run_1/cell_density.png
11 x 11 tiles, from black (low) to pale yellow (high), 0 to 100% covered.
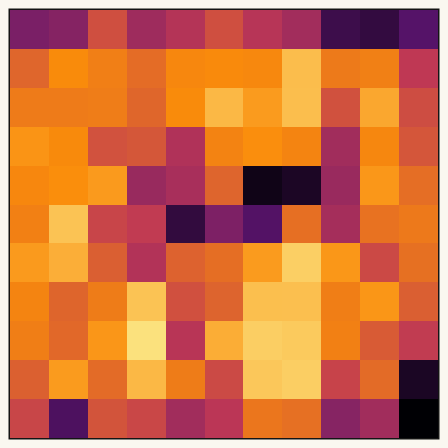
run_1/logic_types.png
Scale bar: 20 um.
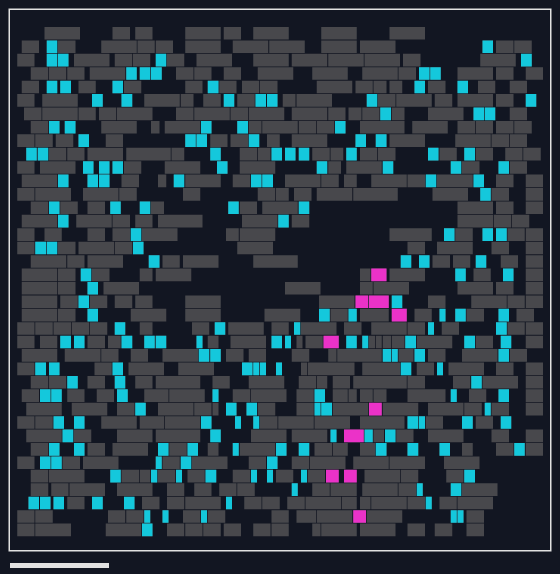
run_1/placement.png
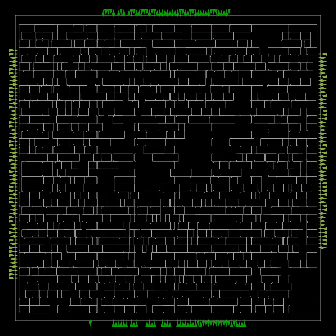
===== config.mk =====
export PLATFORM = sky130hd
export DESIGN_NAME = wb_stage
export DESIGN_NICKNAME = d
export VERILOG_FILES = /design/src/rtl/wb_stage_pkg.sv /design/src/rtl/wb_dest_decode.sv /design/src/rtl/wb_stage.sv
export SDC_FILE = /design/constraint.sdc
export NUM_CORES = 1
export LEC_CHECK = 0
export ABC_CLOCK_PERIOD_IN_PS = 3060
export CORE_UTILIZATION = 43
export DETAILED_ROUTE_END_ITERATION = 10
export PLACE_DENSITY = 0.79
export SYNTH_ARGS = -nofsm -noshare
export SYNTH_HDL_FRONTEND = slang
export SYNTH_HIERARCHICAL = 1
export SYNTH_SLANG_ARGS = --single-unit

===== constraint.sdc =====
create_clock -name clk -period 3.06 [get_ports clk]
set_input_delay 0.612 -clock clk [delete_from_list [all_inputs] [get_ports clk]]
set_output_delay 0.612 -clock clk [all_outputs]
set_load 0.05 [all_outputs]

===== src/rtl/wb_stage_pkg.sv =====
// Shared constants for the MyProc2 writeback stage: datapath sizes, WB state
// encodings, opcode values and small decode helpers.
package wb_stage_pkg;

    localparam int WB_WIDTH  = 32;
    localparam int WB_REG_AW = 5;

    localparam logic WB_RUN    = 1'b0;
    localparam logic WB_HALTED = 1'b1;

    localparam logic [5:0] OP_RTYPE = 6'h00;
    localparam logic [5:0] OP_LH    = 6'h21;
    localparam logic [5:0] OP_LW    = 6'h23;
    localparam logic [5:0] OP_LD    = 6'h37;
    localparam logic [5:0] OP_SH    = 6'h29;
    localparam logic [5:0] OP_SW    = 6'h2B;
    localparam logic [5:0] OP_SD    = 6'h3F;
    localparam logic [5:0] OP_HALT  = 6'h3E;

    // Immediate ALU group occupies opcodes 0x08..0x0F.
    function automatic logic is_imm_alu(input logic [5:0] op);
        return op[5:3] == 3'b001;
    endfunction

    function automatic logic is_load(input logic [5:0] op);
        return (op == OP_LW) || (op == OP_LH) || (op == OP_LD);
    endfunction

endpackage


===== src/rtl/wb_dest_decode.sv =====
// Combinational destination-register decode (IR -> {writes, dest}).
// Shared with the hazard unit; dest reads 0 whenever the instruction does not write.
module wb_dest_decode
    import wb_stage_pkg::*;
#(
    parameter int WIDTH  = WB_WIDTH,
    parameter int REG_AW = WB_REG_AW
) (
    input  logic [WIDTH-1:0]  ir,
    output logic              writes,
    output logic [REG_AW-1:0] dest
);

    logic [5:0] op;

    assign op = ir[WIDTH-1 -: 6];

    always_comb begin
        writes = 1'b0;
        dest   = '0;
        // An all-zero IR is a NOP even though its opcode field is R-type.
        if (op == OP_RTYPE && ir != '0) begin
            writes = 1'b1;
            dest   = ir[11 +: REG_AW];
        end else if (is_load(op) || is_imm_alu(op)) begin
            writes = 1'b1;
            dest   = ir[16 +: REG_AW];
        end
    end

endmodule


===== src/rtl/wb_stage.sv =====
// MyProc2 writeback stage: MEM/WB register, destination decode, load alignment,
// forwarding bypass and HALT handling. Optional retire counter via WB_RETIRE_CNT_EN.
//
// state      | meaning
// WB_RUN     | normal operation, register loads and writes retire
// WB_HALTED  | HALT retired; register frozen, no writes until rst
module wb_stage
    import wb_stage_pkg::*;
#(
    parameter int WIDTH  = WB_WIDTH,
    parameter int REG_AW = WB_REG_AW
) (
    input  logic              clk,
    input  logic              rst,
    input  logic [WIDTH-1:0]  IR_in,
    input  logic [WIDTH-3:0]  PC_in,
    input  logic [WIDTH-1:0]  Z_in,
    input  logic              valid_in,
    input  logic              stall,
    input  logic              flush,
    output logic              rf_we,
    output logic [REG_AW-1:0] rf_waddr,
    output logic [WIDTH-1:0]  rf_wdata,
    output logic              fwd_valid,
    output logic [REG_AW-1:0] fwd_addr,
    output logic [WIDTH-1:0]  fwd_data,
    output logic [WIDTH-3:0]  PC_out,
    output logic              halted
`ifdef WB_RETIRE_CNT_EN
    ,
    output logic [WIDTH-1:0]  retire_cnt
`endif
);

    logic [WIDTH-1:0]  ir_q;
    logic [WIDTH-3:0]  pc_q;
    logic [WIDTH-1:0]  z_q;
    logic              valid_q;
    logic              state_q;

    logic [5:0]        op_q;
    logic              running;
    logic              halt_q;
    logic              load_en;
    logic              retire;
    logic              dest_writes;
    logic [REG_AW-1:0] dest;
    logic              we;
    logic [WIDTH-1:0]  wdata;

    assign op_q    = ir_q[WIDTH-1 -: 6];
    assign running = (state_q == WB_RUN);
    assign halt_q  = valid_q && (op_q == OP_HALT);

    // A HALT sitting in the register blocks the next load, so a trailing instruction is dropped.
    assign load_en = running && !halt_q && (flush || !stall);
    assign retire  = running && valid_q && (flush || !stall || halt_q);

    always_ff @(posedge clk) begin
        if (rst) begin
            ir_q    <= '0;
            pc_q    <= '0;
            z_q     <= '0;
            valid_q <= 1'b0;
            state_q <= WB_RUN;
        end else begin
            if (load_en) begin
                ir_q    <= flush ? '0 : IR_in;
                valid_q <= flush ? 1'b0 : valid_in;
                pc_q    <= PC_in;
                z_q     <= Z_in;
            end
            if (running && halt_q) begin
                state_q <= WB_HALTED;
            end
        end
    end

`ifdef WB_RETIRE_CNT_EN
    logic [WIDTH-1:0] retire_cnt_q;

    always_ff @(posedge clk) begin
        if (rst) begin
            retire_cnt_q <= '0;
        end else if (retire) begin
            retire_cnt_q <= retire_cnt_q + 1'b1;
        end
    end

    assign retire_cnt = retire_cnt_q;
`else
    logic unused_retire;
    assign unused_retire = retire;
`endif

    wb_dest_decode #(
        .WIDTH  (WIDTH),
        .REG_AW (REG_AW)
    ) u_dest_decode (
        .ir     (ir_q),
        .writes (dest_writes),
        .dest   (dest)
    );

    always_comb begin
        we = valid_q && dest_writes && (dest != '0) && running;
        if (op_q == OP_LH) begin
            wdata = {{(WIDTH-16){z_q[15]}}, z_q[15:0]};
        end else begin
            wdata = z_q;
        end
    end

    assign rf_we     = we;
    assign rf_waddr  = we ? dest : '0;
    assign rf_wdata  = wdata;
    assign fwd_valid = we;
    assign fwd_addr  = we ? dest : '0;
    assign fwd_data  = wdata;
    assign PC_out    = pc_q;
    assign halted    = (state_q == WB_HALTED);

endmodule


==> qor.log <==
qor: outcome.status complete, but fails checks
qor: outcome.violations setup timing
qor: critical_path.critPathArrivalTime 2450 ps
qor: yosys.yosys-stat-area 4960 sq um
qor: pwr.power_switching 1.04 mW
qor: critical_path.crit_path_buf_inv_count 1
qor: cells_and_area.area.share.sequential 25.6%
qor: floorplanning.floorplan.rows 38
qor: yosys.synth_flop_count 96
qor: floorplanning.floorplan.initialDensity 45.0%
qor: timing.hold_fails_final_rpt 0
qor: placement.gpl_wtd_cong 0.796
qor: cells_and_area.final-clk-cell-share 4.09%
qor: drt.route.detailed.drc 0
qor: floorplanning.fp.dieW 109 um
qor: clock_tree.clk_root_buffer_cell clkbuf_16
qor: critical_path.worstSetupStartpointType flip-flop
qor: timing.finalHoldWorstSlack 473 ps
qor: cells_and_area.register_area 1930 sq um
qor: pwr.leakage 3.34 nW
qor: cells_and_area.comb_gate_area 2500 sq um
qor: cells_and_area.buffers_excl_clock 214
qor: clock_tree.cts_buffers 9
qor: yosys.synthesis.nets 626
qor: drt.first_pass_iters 4
qor: cells_and_area.drive_gt1_share 12.8%
qor: critical_path.timing_worst_setup_path_type flip-flop to output port
qor: drt.route.vias.total 3993
qor: drt.first_iter_violations 162
qor: global_routing.grt_start_max_net_pins 107
qor: timing.setup_violations 2
qor: hold_path.hold_class flip-flop to flip-flop
qor: drt.routed_via_density 4.93
qor: timing.finalCritPeriodShare 100%
qor: timing.finalWorstSetupSlack -0.659 ps
qor: yosys.netlist.area_leader.share 38.7%
qor: critical_path.setup_slack_of_the_most_critical_reg_to_reg_path 960 ps
qor: timing.clock.fmax 0.327 GHz
qor: yosys.post_synth_inst_count 527
qor: timing.timing.final.max_slew_violations 0
qor: flow_run.max_cap_violations 0
qor: pwr.ir_drop 237 uV
qor: cells_and_area.logic_gate_count 343
qor: placement.preCtsSetupSlack 293 ps
qor: flow_run.tool_warnings 28
qor: critical_path.timing.critical_path.cells or4_4, nor3_4, o21ai_1, nand2b_1, nand2_1, nor2_4, and2_2, buf_12
qor: global_routing.grt.overflow.total 0
qor: yosys.syn-cell-area 4960 sq um
qor: yosys.yosysSeqAreaShare 38.7%
qor: yosys.synth_area_per_cell 9.42 sq um
qor: floorplanning.ioPinCount 206
qor: cells_and_area.num-clock-buffers 11
qor: clock_tree.clk-insertion-delay-late 330 ps
qor: global_routing.grt_util_all_layers 20.5%
qor: yosys.yosys_cells 527
qor: critical_path.critical_path.top_delay_family simple AND/OR/NAND/NOR gates
qor: cells_and_area.comb_area_share 33.3%
qor: timing.clock-skew-final 7.13 ps
qor: floorplanning.chip_area 12000 sq um
qor: pwr.p_sw_share 29.7%
qor: cells_and_area.dominant-cell-class non-clock buffers
qor: global_routing.grt_first_pass_wirelength 18900 um
qor: cells_and_area.inv_count 1
qor: cells_and_area.layout.sequential_cells 96
qor: critical_path.worst_ep_required_time 2450 ps
qor: drt.avgRoutedWirePerCell 15.4 um
qor: drt.route.final.wire_length 12500 um
qor: floorplanning.die_h 109 um
qor: clock_tree.cts_tree done
qor: critical_path.worst_path_max_delay_cell or4_4
qor: critical_path.timing.critical_path.slowest_cell_delay 570 ps
qor: pwr.power_per_cell_area 466 nW/um^2
qor: critical_path.worst-path-max-fanout 7
qor: placement.port_buffers 205
qor: pwr.combinational_cell_fraction_of_total_power 28.0%
qor: pwr.p_int 2.46 mW
qor: clock_tree.cts_buffer_depth 2
qor: clock_tree.post_cts_hold_fix_buffer_tally 0
qor: pwr.power.clock.fraction 32.6%
qor: cells_and_area.buffer_area_share 34.6%
qor: global_routing.grt_pass1_vias 3843
qor: yosys.post-synth-top-area-cell dfxtp_1
qor: clock_tree.cts.sinks 96
qor: yosys.synthesis.yosys.warnings 6
qor: timing.relSlewSlack 19.0%
qor: placement.detailedPlacementHpwl 8850 um
qor: clock_tree.htree_num_levels 3
qor: clock_tree.clk_pin_slew 70 ps
qor: timing.finalCriticalPeriod 3060 ps
qor: cells_and_area.num-nets-final 764
qor: yosys.area_leaders dfxtp_1 39%, nand2b_1 20%, mux2i_1 19%, buf_4 8.3%, nand2_1 2.6%
qor: global_routing.number_of_antenna_violations_at_the_first_check_in_global_routing 0
qor: pwr.seq_power_share 39.4%
qor: drt.ant_nets 0
qor: cells_and_area.antenna_cells_inserted 0
qor: cells_and_area.stdcell_count 810
qor: cells_and_area.filler_instances 821
qor: placement.placed_cell_count 791
qor: critical_path.cp-end-kind output port
qor: timing.worstMarginPinSlew 1210 ps
qor: yosys.distinct_cell_type_count_of_the_synthesized_netlist 25
qor: cells_and_area.area_growth_from_synthesis_to_final_layout 51.5%
qor: floorplanning.tapcell.inserted 140
-- cell_density.png (at the start) --
nearly empty tiles = 0.80%
fullest tile = 94%
mean over tiles = 61%
tiles over 75% full = 24%

-- logic_types.png (at the start) --
magenta -> and/or cells  # cells 10, most used and2_2
cyan -> nand cells  # cells 197, most used nand2b_1, where all over the die

-- placement.png (at the start) --
share of the core filled with cells in the final layout: 68.2%
area of the core: 11000 sq um

## run 1: kinds of logic after synthesis
| logic type | synth area share (%) |
|---|---|
| mux | 19.2 |
| buf+inv | 11.7 |
| compound gates | 4.23 |
| simple gates | 26.2 |
| flops | 38.7 |
## run 1: registers in the layout (all words and copies together) (netlist names)
register	count
ir_q	32
z_q	32
PC_out	30
halted	1
valid_q	1
## run 1: cell usage in the layout, fill, tap and decap left out, types with 2 or more instances in the layout
master           count
nor4_1               7
clkdlybuf4s50_1    160
o21ai_1              2
and2_2               5
a22o_1               5
clkinvlp_4           2
clkinv_2             2
buf_12              48
nand3_1              3
clkbuf_8             2
mux2i_1             95
or4_4                2
clkbuf_16            9
nand2_1             35
nor2_1               4
dfxtp_2              2
dfxtp_1             93
buf_4                5
and4_1               2
a21o_1              16
nand2b_1           158
## run 1: through the flow
stage / cell area (sq um) / power, mW / TNS [ps]
after detailed placement: 7160 / 2.38 / 0
final: 7520 / 3.51 / -1.28
after global routing: 7520 / 3.66 / -4470
after floorplan: 4960 / 2.00 / 0
after CTS: 7470 / 3.53 / 0
after global placement: 7160 / 2.36 / 0
## run 1: worst min-delay path, stage by stage, from the launching register on
cell,delay (ps)
dfxtp_1,310
nand2b_1,60
mux2i_1,50
## run 1: Yosys cell counts
| master | n |
|---|---|
| inv_1 | 1 |
| nor3_4 | 1 |
| a22o_1 | 6 |
| or4_1 | 1 |
| mux2i_1 | 95 |
| nand4_1 | 1 |
| o21ai_1 | 2 |
| and4_1 | 2 |
| o21a_1 | 1 |
| nor2_1 | 6 |
| clkbuf_1 | 22 |
| buf_2 | 5 |
| dfxtp_1 | 96 |
| and3b_1 | 1 |
| nand2b_1 | 158 |
| or4_4 | 1 |
| nor4_1 | 7 |
| nand3_1 | 3 |
| a21o_1 | 16 |
| a221oi_2 | 1 |
| nand2_1 | 35 |
| buf_6 | 5 |
| and2_1 | 5 |
| buf_4 | 55 |
| a21oi_1 | 1 |
## run 1: timing repair
item | CTS | global route
resized | 4 | 11
setup buffers | 0 | 3
pin swaps | 0 | 4
setup endpoints to repair | 12 | 14
## run 1: per-layer routing
layer  vias to the layer above  track usage (%)  part of all wire, %
met5                         -                0                    0
met4                         0             8.57                  1.7
met3                        14             5.69                  6.7
met2                       148             35.5                   51
met1                      1874             23.6                   41
li1                       1957                -                    -
## run 1: power by group through the flow
| stage | logic [mW] | clock network, mW | registers, mW |
|---|---|---|---|
| 4_1_cts | 0.973 | 1.17 | 1.38 |
| 5_1_grt | 1.03 | 1.24 | 1.39 |
| 3_5_place_dp | 0.969 | 0 | 1.41 |
| 2_1_floorplan | 0.514 | 0 | 1.49 |
| 3_3_place_gp | 0.957 | 0 | 1.40 |
| 6_report | 0.983 | 1.14 | 1.38 |
## run 1: final timing paths
| path | from | end | depth (start not counted) |
|---|---|---|---|
| hold reg to reg | z_q[28] | z_q[28] | 2 |
| setup / recovery | ir_q[31] | fwd_addr[2] | 8 |
| setup reg to reg | ir_q[26] | ir_q[20] | 4 |
| hold / removal | z_q[28] | z_q[28] | 2 |
Power is estimated from default activity; no workload was simulated.
